--- config.mk ---
export PLATFORM = sky130hd
export DESIGN_NAME = oam_sprite_evaluator_flat
export DESIGN_NICKNAME = d
export VERILOG_FILES = /design/src/rtl/oam_sprite_evaluator_if.sv /design/src/rtl/oam_sprite_evaluator.sv /design/src/flat_wrapper.sv
export SDC_FILE = /design/constraint.sdc
export NUM_CORES = 1
export LEC_CHECK = 0
export ABC_AREA = 1
export CAP_MARGIN = 20
export CORE_MARGIN = 2
export CORE_UTILIZATION = 50
export CTS_CLUSTER_SIZE = 30
export DETAILED_ROUTE_END_ITERATION = 10
export PLACE_DENSITY = 0.76
export SLEW_MARGIN = 20
export SYNTH_ARGS = -nofsm -noshare
export SYNTH_HDL_FRONTEND = slang
export SYNTH_SLANG_ARGS = --single-unit
--- constraint.sdc ---
create_clock -name clk -period 3.6 [get_ports clk]
set_clock_uncertainty 0.1 [all_clocks]
set_input_delay 0.72 -clock clk [delete_from_list [all_inputs] [get_ports clk]]
set_output_delay 0.72 -clock clk [all_outputs]
set_load 0.01 [all_outputs]
--- src/rtl/oam_sprite_evaluator_if.sv ---
// OAM evaluator bus bundle.
//   read_addr / read_data : OAM read port (data valid one cycle after address)
//   out_valid / out_ready : sprite record stream handshake
//   spr_index, spr_x, spr_attr, spr_tile, spr_row : sprite record payload
// master = evaluator side, slave = OAM memory / line-buffer fill side.
interface oam_sprite_evaluator_if #(
  parameter int ROW_W = 3
);
  logic [5:0]       read_addr;
  logic [31:0]      read_data;
  logic             out_valid;
  logic             out_ready;
  logic [5:0]       spr_index;
  logic [7:0]       spr_x;
  logic [7:0]       spr_attr;
  logic [7:0]       spr_tile;
  logic [ROW_W-1:0] spr_row;

  modport master (
    output read_addr,
    input  read_data,
    output out_valid,
    input  out_ready,
    output spr_index, spr_x, spr_attr, spr_tile, spr_row
  );

  modport slave (
    input  read_addr,
    output read_data,
    input  out_valid,
    output out_ready,
    input  spr_index, spr_x, spr_attr, spr_tile, spr_row
  );
endinterface

--- src/rtl/oam_sprite_evaluator.sv ---
// OAM sprite evaluator.
// Once per scanline, scans all 64 OAM entries through the read port,
// keeps up to MAX_SPRITES entries that intersect the scanline and streams
// them in ascending OAM index order over a valid/ready handshake.
// Ports:
//   clk          : system clock
//   reset        : asynchronous active-low reset
//   start        : 1-cycle evaluation request, honoured only when idle
//   scanline     : line to evaluate, sampled with an accepted start
//   bus          : OAM read port + sprite record stream (master modport)
//   busy         : high whenever not idle
//   done         : 1-cycle pulse after the last record is accepted
//   sprite_count : records produced for the scanline
//   overflow     : more than MAX_SPRITES hits on the scanline
// Entry format: [7:0] Y, [15:8] tile, [23:16] attr, [31:24] X.
module oam_sprite_evaluator #(
  parameter int SPRITE_HEIGHT = 8,
  parameter int MAX_SPRITES   = 8,
  localparam int ROW_W        = $clog2(SPRITE_HEIGHT)
) (
  input  logic                          clk,
  input  logic                          reset,
  input  logic                          start,
  input  logic [7:0]                    scanline,
  oam_sprite_evaluator_if.master        bus,
  output logic                          busy,
  output logic                          done,
  output logic [4:0]                    sprite_count,
  output logic                          overflow
);

  typedef enum logic [1:0] {IDLE, SCAN, EMIT, DONE} state_t;

  typedef struct packed {
    logic [5:0]       index;
    logic [7:0]       x;
    logic [7:0]       attr;
    logic [7:0]       tile;
    logic [ROW_W-1:0] row;
  } rec_t;

  state_t     state;
  logic [7:0] line_q;
  logic [5:0] read_addr_q;
  logic       cmp_valid;   // read_data this cycle belongs to cmp_index
  logic [5:0] cmp_index;
  logic [4:0] count;
  logic [4:0] ptr;
  logic       out_valid_q;
  rec_t       out_rec;
  // Sized for the largest legal MAX_SPRITES; only the first MAX_SPRITES
  // entries are ever written.
  rec_t       buffer [16];

  logic [7:0] y;
  logic [7:0] diff;
  logic       hit;
  logic       store;
  rec_t       cur_rec;
  logic [4:0] count_nx;
  logic [4:0] ptr_nx;

  always_comb begin
    y        = bus.read_data[7:0];
    diff     = line_q - y;
    hit      = cmp_valid && (line_q >= y) && (diff < 8'(SPRITE_HEIGHT));
    store    = hit && (count < 5'(MAX_SPRITES));
    count_nx = count + 5'(store);
    ptr_nx   = ptr + 5'd1;
    cur_rec  = '{index: cmp_index,
                 x:     bus.read_data[31:24],
                 attr:  bus.read_data[23:16],
                 tile:  bus.read_data[15:8],
                 row:   diff[ROW_W-1:0]};
  end

  always_ff @(posedge clk or negedge reset) begin
    if (!reset) begin
      state       <= IDLE;
      line_q      <= '0;
      read_addr_q <= '0;
      cmp_valid   <= 1'b0;
      cmp_index   <= '0;
      count       <= '0;
      ptr         <= '0;
      out_valid_q <= 1'b0;
      out_rec     <= '0;
      busy        <= 1'b0;
      done        <= 1'b0;
      overflow    <= 1'b0;
      for (int unsigned i = 0; i < 16; i++) buffer[i] <= '0;
    end else begin
      case (state)
        IDLE: begin
          if (start) begin
            line_q      <= scanline;
            count       <= '0;
            overflow    <= 1'b0;
            read_addr_q <= '0;
            cmp_valid   <= 1'b0;
            busy        <= 1'b1;
            state       <= SCAN;
          end
        end

        SCAN: begin
          if (store) begin
            buffer[count[3:0]] <= cur_rec;
            count              <= count_nx;
          end
          if (hit && !store) overflow <= 1'b1;
          cmp_valid <= 1'b1;
          cmp_index <= read_addr_q;
          if (read_addr_q != 6'd63) read_addr_q <= read_addr_q + 6'd1;

          if (cmp_valid && cmp_index == 6'd63) begin
            cmp_valid <= 1'b0;
            if (count_nx == 5'd0) begin
              done  <= 1'b1;
              state <= DONE;
            end else begin
              // The first record may be the hit being stored this very
              // cycle, so bypass the buffer in that case.
              out_rec     <= (count == 5'd0) ? cur_rec : buffer[0];
              out_valid_q <= 1'b1;
              ptr         <= '0;
              state       <= EMIT;
            end
          end
        end

        EMIT: begin
          if (out_valid_q && bus.out_ready) begin
            if (ptr_nx < count) begin
              ptr     <= ptr_nx;
              out_rec <= buffer[ptr_nx[3:0]];
            end else begin
              out_valid_q <= 1'b0;
              done        <= 1'b1;
              state       <= DONE;
            end
          end
        end

        DONE: begin
          done  <= 1'b0;
          busy  <= 1'b0;
          state <= IDLE;
        end

        default: state <= IDLE;
      endcase
    end
  end

  assign bus.read_addr = read_addr_q;
  assign bus.out_valid = out_valid_q;
  assign bus.spr_index = out_rec.index;
  assign bus.spr_x     = out_rec.x;
  assign bus.spr_attr  = out_rec.attr;
  assign bus.spr_tile  = out_rec.tile;
  assign bus.spr_row   = out_rec.row;
  assign sprite_count  = count;

endmodule

--- src/flat_wrapper.sv ---
// flat-port wrapper written by rule: the top's interface ports become plain ports
module oam_sprite_evaluator_flat 
#(
  parameter int SPRITE_HEIGHT = 8,
  parameter int MAX_SPRITES   = 8,
  localparam int ROW_W        = $clog2(SPRITE_HEIGHT)
)
  (clk, reset, start, scanline, busy, done, sprite_count, overflow, bus_read_addr, bus_read_data, bus_out_valid, bus_out_ready, bus_spr_index, bus_spr_x, bus_spr_attr, bus_spr_tile, bus_spr_row);
  oam_sprite_evaluator_if #(.ROW_W(3)) bus_i ();
  input  logic clk;
  input  logic reset;
  input  logic start;
  input  logic [7:0] scanline;
  output logic busy;
  output logic done;
  output logic [4:0] sprite_count;
  output logic overflow;
  output wire logic [$bits(bus_i.read_addr)-1:0] bus_read_addr;
  input wire logic [$bits(bus_i.read_data)-1:0] bus_read_data;
  output wire logic [$bits(bus_i.out_valid)-1:0] bus_out_valid;
  input wire logic [$bits(bus_i.out_ready)-1:0] bus_out_ready;
  output wire logic [$bits(bus_i.spr_index)-1:0] bus_spr_index;
  output wire logic [$bits(bus_i.spr_x)-1:0] bus_spr_x;
  output wire logic [$bits(bus_i.spr_attr)-1:0] bus_spr_attr;
  output wire logic [$bits(bus_i.spr_tile)-1:0] bus_spr_tile;
  output wire logic [$bits(bus_i.spr_row)-1:0] bus_spr_row;
  assign bus_read_addr = bus_i.read_addr;
  assign bus_i.read_data = bus_read_data;
  assign bus_out_valid = bus_i.out_valid;
  assign bus_i.out_ready = bus_out_ready;
  assign bus_spr_index = bus_i.spr_index;
  assign bus_spr_x = bus_i.spr_x;
  assign bus_spr_attr = bus_i.spr_attr;
  assign bus_spr_tile = bus_i.spr_tile;
  assign bus_spr_row = bus_i.spr_row;
  oam_sprite_evaluator #(.SPRITE_HEIGHT(SPRITE_HEIGHT), .MAX_SPRITES(MAX_SPRITES)) u_core (.clk(clk), .reset(reset), .start(start), .scanline(scanline), .bus(bus_i), .busy(busy), .done(done), .sprite_count(sprite_count), .overflow(overflow));
endmodule
==> run notes, run 1 <==
Notes on the physical design

The run finished with clean final reports. The timing report lists the critical path depth as 27 cells. For this run, the final setup violation count is recorded as 0.

From synthesis to final layout, the design area changed by 10.8%. The timing report shows that the slowest cell on the worst path is sky130_fd_sc_hd__dfrtp_1. For reference, the critical path is launched at u_core.line_q[0]$_DFFE_PN0P_. The report gives the cell count of the worst hold path as 0. The XOR/XNOR share of the synthesized area is 0.247%. Clock tree synthesis selected as its root buffer the cell sky130_fd_sc_hd__clkbuf_16. In this design, the stage delay of the slowest critical-path cell is 0.38 ns.

Counting instances in the post-synthesis netlist gives the leading cell types as sky130_fd_sc_hd__nand2_1 (928), sky130_fd_sc_hd__dfrtp_1 (598), sky130_fd_sc_hd__clkbuf_1 (434). Per the post-place timing report, worst setup slack is -0.743 ns. Setup repair after global routing could not meet its margin everywhere.

The worst setup path is captured at a flop. The timing report gives the worst reg2reg path a setup slack of 0.08 ns. The number of max-slew violations in the final report is 0.

In this run the tools logged warnings totalling 37. The script parses the final routing iteration and logs DRC violations as 0. In this run the standard cell core region covers 0.0551 mm^2. The post-synth count of flops with an enable pin is 0. The number of antenna violations at the first check in global routing is 1. The filler cell count in the final layout is 4837. For reference, the top logic cell family by area is simple AND/OR/NAND/NOR gates.

The remaining antenna violation count after routing is 0. The sum of met3 wire segment lengths after detailed routing is 7580 um. Sequential elements use 53.7% of the synthesized area. The and-or/or-and share of the synthesized area is 10.5%. Yosys stat counts 3353 cells in the synthesized netlist. The post-CTS setup repair buffer count is 0. The post-route netlist has 8.99% of its cells at a drive strength greater than 1. The mean number of vias per cell is 5.91. The internal power contribution is 10.7 mW. The worst setup path is launched from a flop.

The average cell area after synthesis is 8.30 um^2. The count of multi-input combinational gates is 2162. The combinational fraction of the cell area is 34.4%. In the synthesized netlist the async set-or-reset flop fraction comes to 100%. Per the detailed placement report, the placed cell area equals 0.0285 mm^2. The global routing report lists met1 layer usage as 38.7%. The buffer depth of the longest clock path is 3. The final-stage net count is 3123.

The time the worst path needs with I/O delays and setup is 3.52 ns. TritonCTS built the clock tree. The tally of max-capacitance violations is 0.

Entering global routing, the biggest net connects 208 pins. met2 is the most crowded layer. The number of non-filler instances in the completed layout is 3853.

The layout report gives the register share of total cell area as 48.5%. The mux contribution to synthesized area is 0%. The path depth of the worst reg2reg path is 27. The peak fanout along the critical path is 12. The post-synthesis cell type with the largest combined area is sky130_fd_sc_hd__dfrtp_1.

Per report_power, the Clock row totals 6.64 mW. The number of clock buffers added by TritonCTS is 59. The worst pin sits at a relative slew slack of 34.5%.

The global-route wire length before repair is 123000 um. Of all the cell area in the finished design, the clock network holds 6.83%. The total of warnings raised by yosys is 0.

The number of placement rows is 86. The leakage component of the power was reported as 15.9 nW. The horizontal die size is 240 um. The register with the most flip-flops in the layout has 528 of them. Summed over all sequential cells, the power is 6.72 mW. Non-clock buffering takes up 6.46% of total cell area after layout. The category of cells accounting for the largest share of critical-path delay is simple AND/OR/NAND/NOR gates. The wire-length estimate of the detail-placed layout is 42200 um. The post-cts resize count is 1. Once the floorplan was initialized, standard cells occupied 50.5% of the core. The final cycle utilization of the critical path is 97.7%. At the worst endpoint, the required time is 4.08 ns. The final layout reports a setup TNS of 0 ns. Per the skew report, the later register of the worst-skew pair sees a clock latency of 0.65 ns.

Per the post-run analysis, buffers plus inverters along the critical path come to 4. The layout has 81 clock buffers. The first detailed-routing pass took 6 iterations.

The most critical setup path has its endpoint at u_core.bus.spr_x[5]$_DFFE_PN0P_. With fillers left out, the area of the finished cells amounts to 0.0309 mm^2. The first routing iteration left 2860 violations. The register bit total from synthesis is 598.

The post-synth net total is 3418.
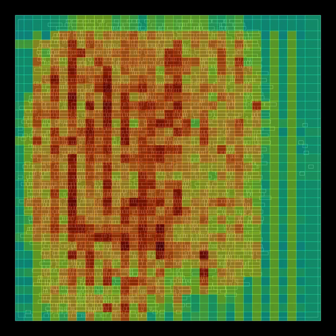
Figure 1: run 1, congestion heat map.
global router's overall resource usage: 27.1%
met3 Usage GRT: 5.68%
final cell utilization of the core: 56.0%
detailed-route wire length per cell: 20.2 um

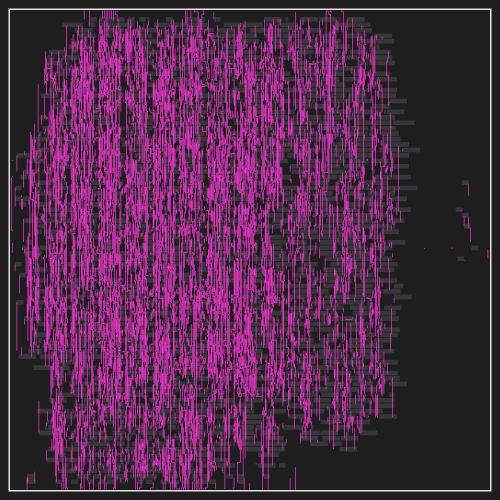
Figure 2: run 1, the metal 2 layer.
Drawn at 2 px/um.
nets with wire on the layer: 2295
longest straight run: 73.3 um
main direction: vertical
wire length on this layer: 34.8 mm
vias after detailed routing: 22783
met2 Usage GRT: 40.8%
overall routed net length: 77700 um

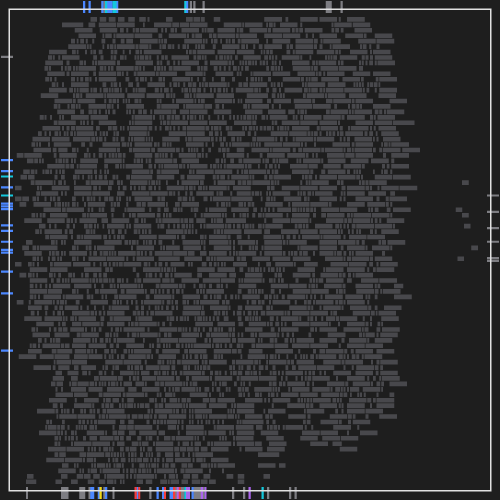
Figure 3: run 1, pin map.
Drawn at 2 px/um. Pins as bars across the die edge, other pins in grey.
legend:
  bus_read_data:
    colour: blue
    pins: 32
    direction: input
    edge: 14 left, 10 bottom, 8 top
  bus_spr_index:
    colour: purple
    pins: 6
    direction: output
    edge: bottom
  bus_spr_x:
    colour: cyan
    pins: 8
    direction: output
    edge: 4 top, 2 bottom, 2 left
  overflow:
    colour: yellow
    pins: 1
    direction: output
    edge: bottom
  sprite_count:
    colour: red
    pins: 5
    direction: output
    edge: bottom
all pins by edge: 49 bottom, 20 top, 17 left, 6 right
Port Buf Inserts: 91
Die Y: 240 um

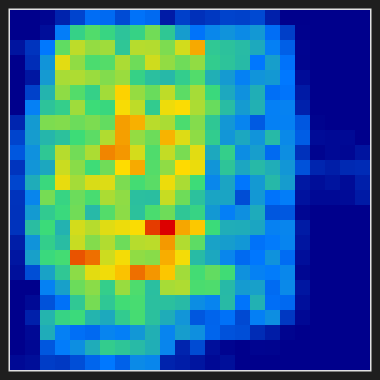
Figure 4: run 1, wire density map.
Drawn at 1.5 px/um. 24 x 24 tiles, from dark blue (low) to red (high), scaled to the fullest tile. Values are wire area over tile area, all layers added.
tiles over half the peak: 27%
mean over tiles: 0.23
fullest tile: 0.71

Figure 5. The metal 3 layer (run 1).
Drawn at 2 px/um.
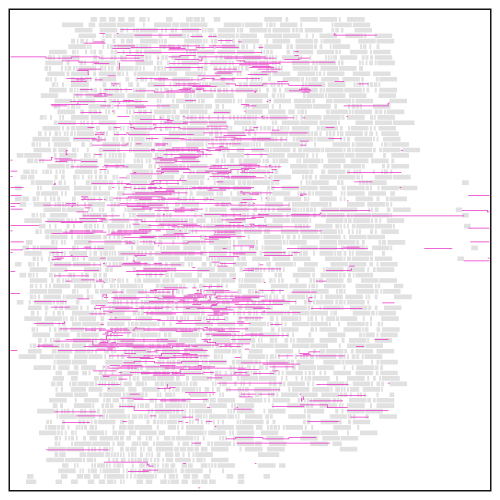

--- run 2 (diff from run 1) ---
- PLACE_DENSITY: 0.76 -> 0.69
- clock period: 3.6 -> 3.9 ns (I/O delays scaled with it)
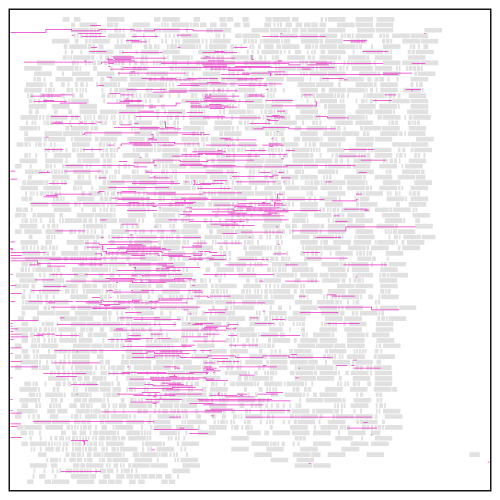
Figure 6: run 2, the metal 3 layer.
Drawn at 2 px/um.
share of all routed wire: 9.1%
nets with wire on the layer: 233
main direction: horizontal
longest straight run: 115 um
wire length on this layer: 7160 um
vias after detailed routing: 22576
met3 Usage GRT: 5.82%
overall routed net length: 78800 um

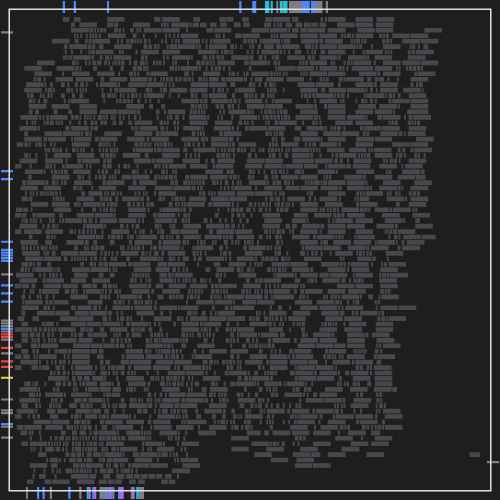
Figure 7: run 2, pin map.
Drawn at 2 px/um. Pins as bars across the die edge, other pins in grey.
legend:
  bus_read_data:
    colour: blue
    pins: 32
    direction: input
    edge: 13 left, 12 top, 7 bottom
  bus_spr_index:
    colour: purple
    pins: 6
    direction: output
    edge: bottom
  bus_spr_x:
    colour: cyan
    pins: 8
    direction: output
    edge: 6 top, 2 bottom
  overflow:
    colour: yellow
    pins: 1
    direction: output
    edge: left
  sprite_count:
    colour: red
    pins: 5
    direction: output
    edge: left
all pins by edge: 32 left, 32 top, 27 bottom, 1 right
floorplan die width: 240 um

==> run 2 against run 1 <==
Core utilization is 0.12 points lower. Setup slack better by 0.11 ns. Non-clock buffer count is 14 higher. Synthesized cell count stayed put. Area after synthesis stayed put. Die area stayed put. Clock power is 11% lower. Highest routed layer is now met5.
==> run notes, run 2 <==
Notes on the physical design

The setup slack after placement is -0.638 ns (was -0.743 ns). The critical path endpoint category is a flop (unchanged). The mux contribution to synthesized area is 0% (unchanged). The TritonCTS clock tree is done (unchanged). The proportion of layout cells with a drive suffix above 1 is 8.94% (was 8.99%). The remaining routing DRC violations is 0 (unchanged). The final setup violation count is 0 (unchanged). The category of cells accounting for the largest share of critical-path delay is simple AND/OR/NAND/NOR gates (unchanged). The final total negative setup slack is 0 ns (unchanged). The global-route wire length before repair is 125000 um (was 123000 um). The number of placement rows is 86 (unchanged). The slack of the worst reg-to-reg path is 0.21 ns (was 0.08 ns). The sum of met3 wire segment lengths after detailed routing is 7160 um (was 7580 um). The violation count after the first detailed-route iteration came to 2597 (was 2860). The routed length per placed instance came to 20.4 um (was 20.2 um). The post-synthesis cell type with the largest combined area is sky130_fd_sc_hd__dfrtp_1 (unchanged). The portion of the post-synthesis area used by sequential elements is 53.7% (unchanged).

The number of flops mapped to enable cells by yosys is 0 (unchanged). The fraction of area in non-clock buffers was 6.60% (was 6.46%). The buffer depth of the longest clock path is 3 (unchanged). The clock distribution power is 5.92 mW (was 6.64 mW). The register bit total from synthesis came to 598 (unchanged). Run status: completed (unchanged). The starting density of the core was 50.5% (unchanged). The area of the multi-input gates was 0.0106 mm^2 (about the same). The area growth from synthesis to final layout was 10.6% (was 10.8%).

The maximum single-stage delay on the critical path is 0.45 ns (was 0.38 ns). The number of non-filler instances in the completed layout is 3871 (was 3853). The XOR/XNOR share of the synthesized area came to 0.247% (unchanged). The count of instantiated cells in the yosys netlist was 3353 (unchanged). The required time reported for the critical path endpoint is 4.32 ns (was 4.08 ns). The total CTS buffers came to 60 (was 59). The largest combinational cell category by area is simple AND/OR/NAND/NOR gates (unchanged). The tally of max-capacitance violations was 0 (unchanged). The routed length on met1 is 33200 um (was 32700 um). The number of max-slew violations in the final report was 0 (unchanged). The critical-path cell with the highest stage delay is sky130_fd_sc_hd__clkdlybuf4s50_1 (was sky130_fd_sc_hd__dfrtp_1). The final instance area is 0.0308 mm^2 (was 0.0309 mm^2). The combinational fraction of the cell area was 34.4% (about the same). The insertion delay to the later sink of the worst-skew pair is 0.64 ns (was 0.65 ns). The achievable frequency is 0.270 GHz. The start point of the critical path is bus_read_data[2] (was u_core.line_q[0]$_DFFE_PN0P_). The async set or reset register ratio after synthesis is 100% (unchanged).

The time the worst path needs with I/O delays and setup is 3.70 ns. The post-synth net total was 3418 (unchanged). The final-layout clock-cell area share was 6.65% (was 6.83%). The final-stage net count is 3138 (was 3123). The flip-flop count of the largest register after layout is 528 (unchanged). The met2 capacity usage during global routing was 42.5% (was 40.8%). Most numerous cell types in the synthesized netlist: sky130_fd_sc_hd__nand2_1 (928), sky130_fd_sc_hd__dfrtp_1 (598), sky130_fd_sc_hd__clkbuf_1 (434) (unchanged). The number of warnings the tools reported was 38 (was 37). The post-CTS setup repair buffer count is 0 (unchanged).

The filler cell count in the final layout came to 4891 (was 4837). The root cell of the clock tree is sky130_fd_sc_hd__clkbuf_16 (unchanged). The worst slew slack as a fraction of its limit was 24.1% (was 34.5%).

The area fraction in full adders, half adders and majority gates is 0.971% (unchanged). The category of the worst setup path launch point is an input port (was flop). The number of buffer and inverter instances along the worst setup path is 4 (unchanged).

The most numerous cell in the Yosys netlist is sky130_fd_sc_hd__nand2_1 (unchanged). The internal power contribution came to 9.72 mW (was 10.7 mW). The post-cts resize count is 0 (was 1).

The number of clock buffer instances in the layout is 89 (was 81). The mean number of vias per cell is 5.83 (was 5.91). The floorplan die area was 0.0576 mm^2 (unchanged). The final cycle utilization of the critical path is 94.9%. The peak-usage layer in the global routing report was met2 (unchanged). The critical path depth came to 26 (was 27).

The placed wire-length estimate is 44900 um (was 42200 um). The first-pass iteration count of the detailed router is 6 (unchanged). The instance area at placement came to 0.0285 mm^2 (about the same). The end point of the critical path is u_core.bus.spr_attr[7]$_DFFE_PN0P_ (was u_core.bus.spr_x[5]$_DFFE_PN0P_). The proportion of cell area occupied by registers came to 48.6% (was 48.5%).

The total of warnings raised by yosys came to 0 (unchanged). The placeable core area is 0.0551 mm^2 (unchanged). The number of buffers inserted by port buffering is 91 (unchanged).

The count of multi-input combinational gates is 2162 (unchanged). The largest net degree at the start of global routing is 157 (was 208). The number of hold-slack violations in the final timing report is 0 (unchanged).

The global routing usage on met1 came to 38.4% (was 38.7%). The average cell area after synthesis is 8.30 um^2 (unchanged). The power drawn by the sequential cells is 6.20 mW (was 6.72 mW). The number of sequential storage elements is 598 (unchanged). The overall track demand over capacity in global routing is 27.4% (was 27.1%).

The and-or/or-and share of the synthesized area was 10.5% (unchanged). The static power due to leakage is 15.9 nW (about the same). The share of the core filled with cells is 55.9% (was 56.0%). The number of antenna violations at the first check in global routing is 2 (was 1). The path depth of the worst reg2reg path is 27 (unchanged). The remaining antenna violation count after routing came to 0 (unchanged).
Power is estimated from default activity; no workload was simulated.
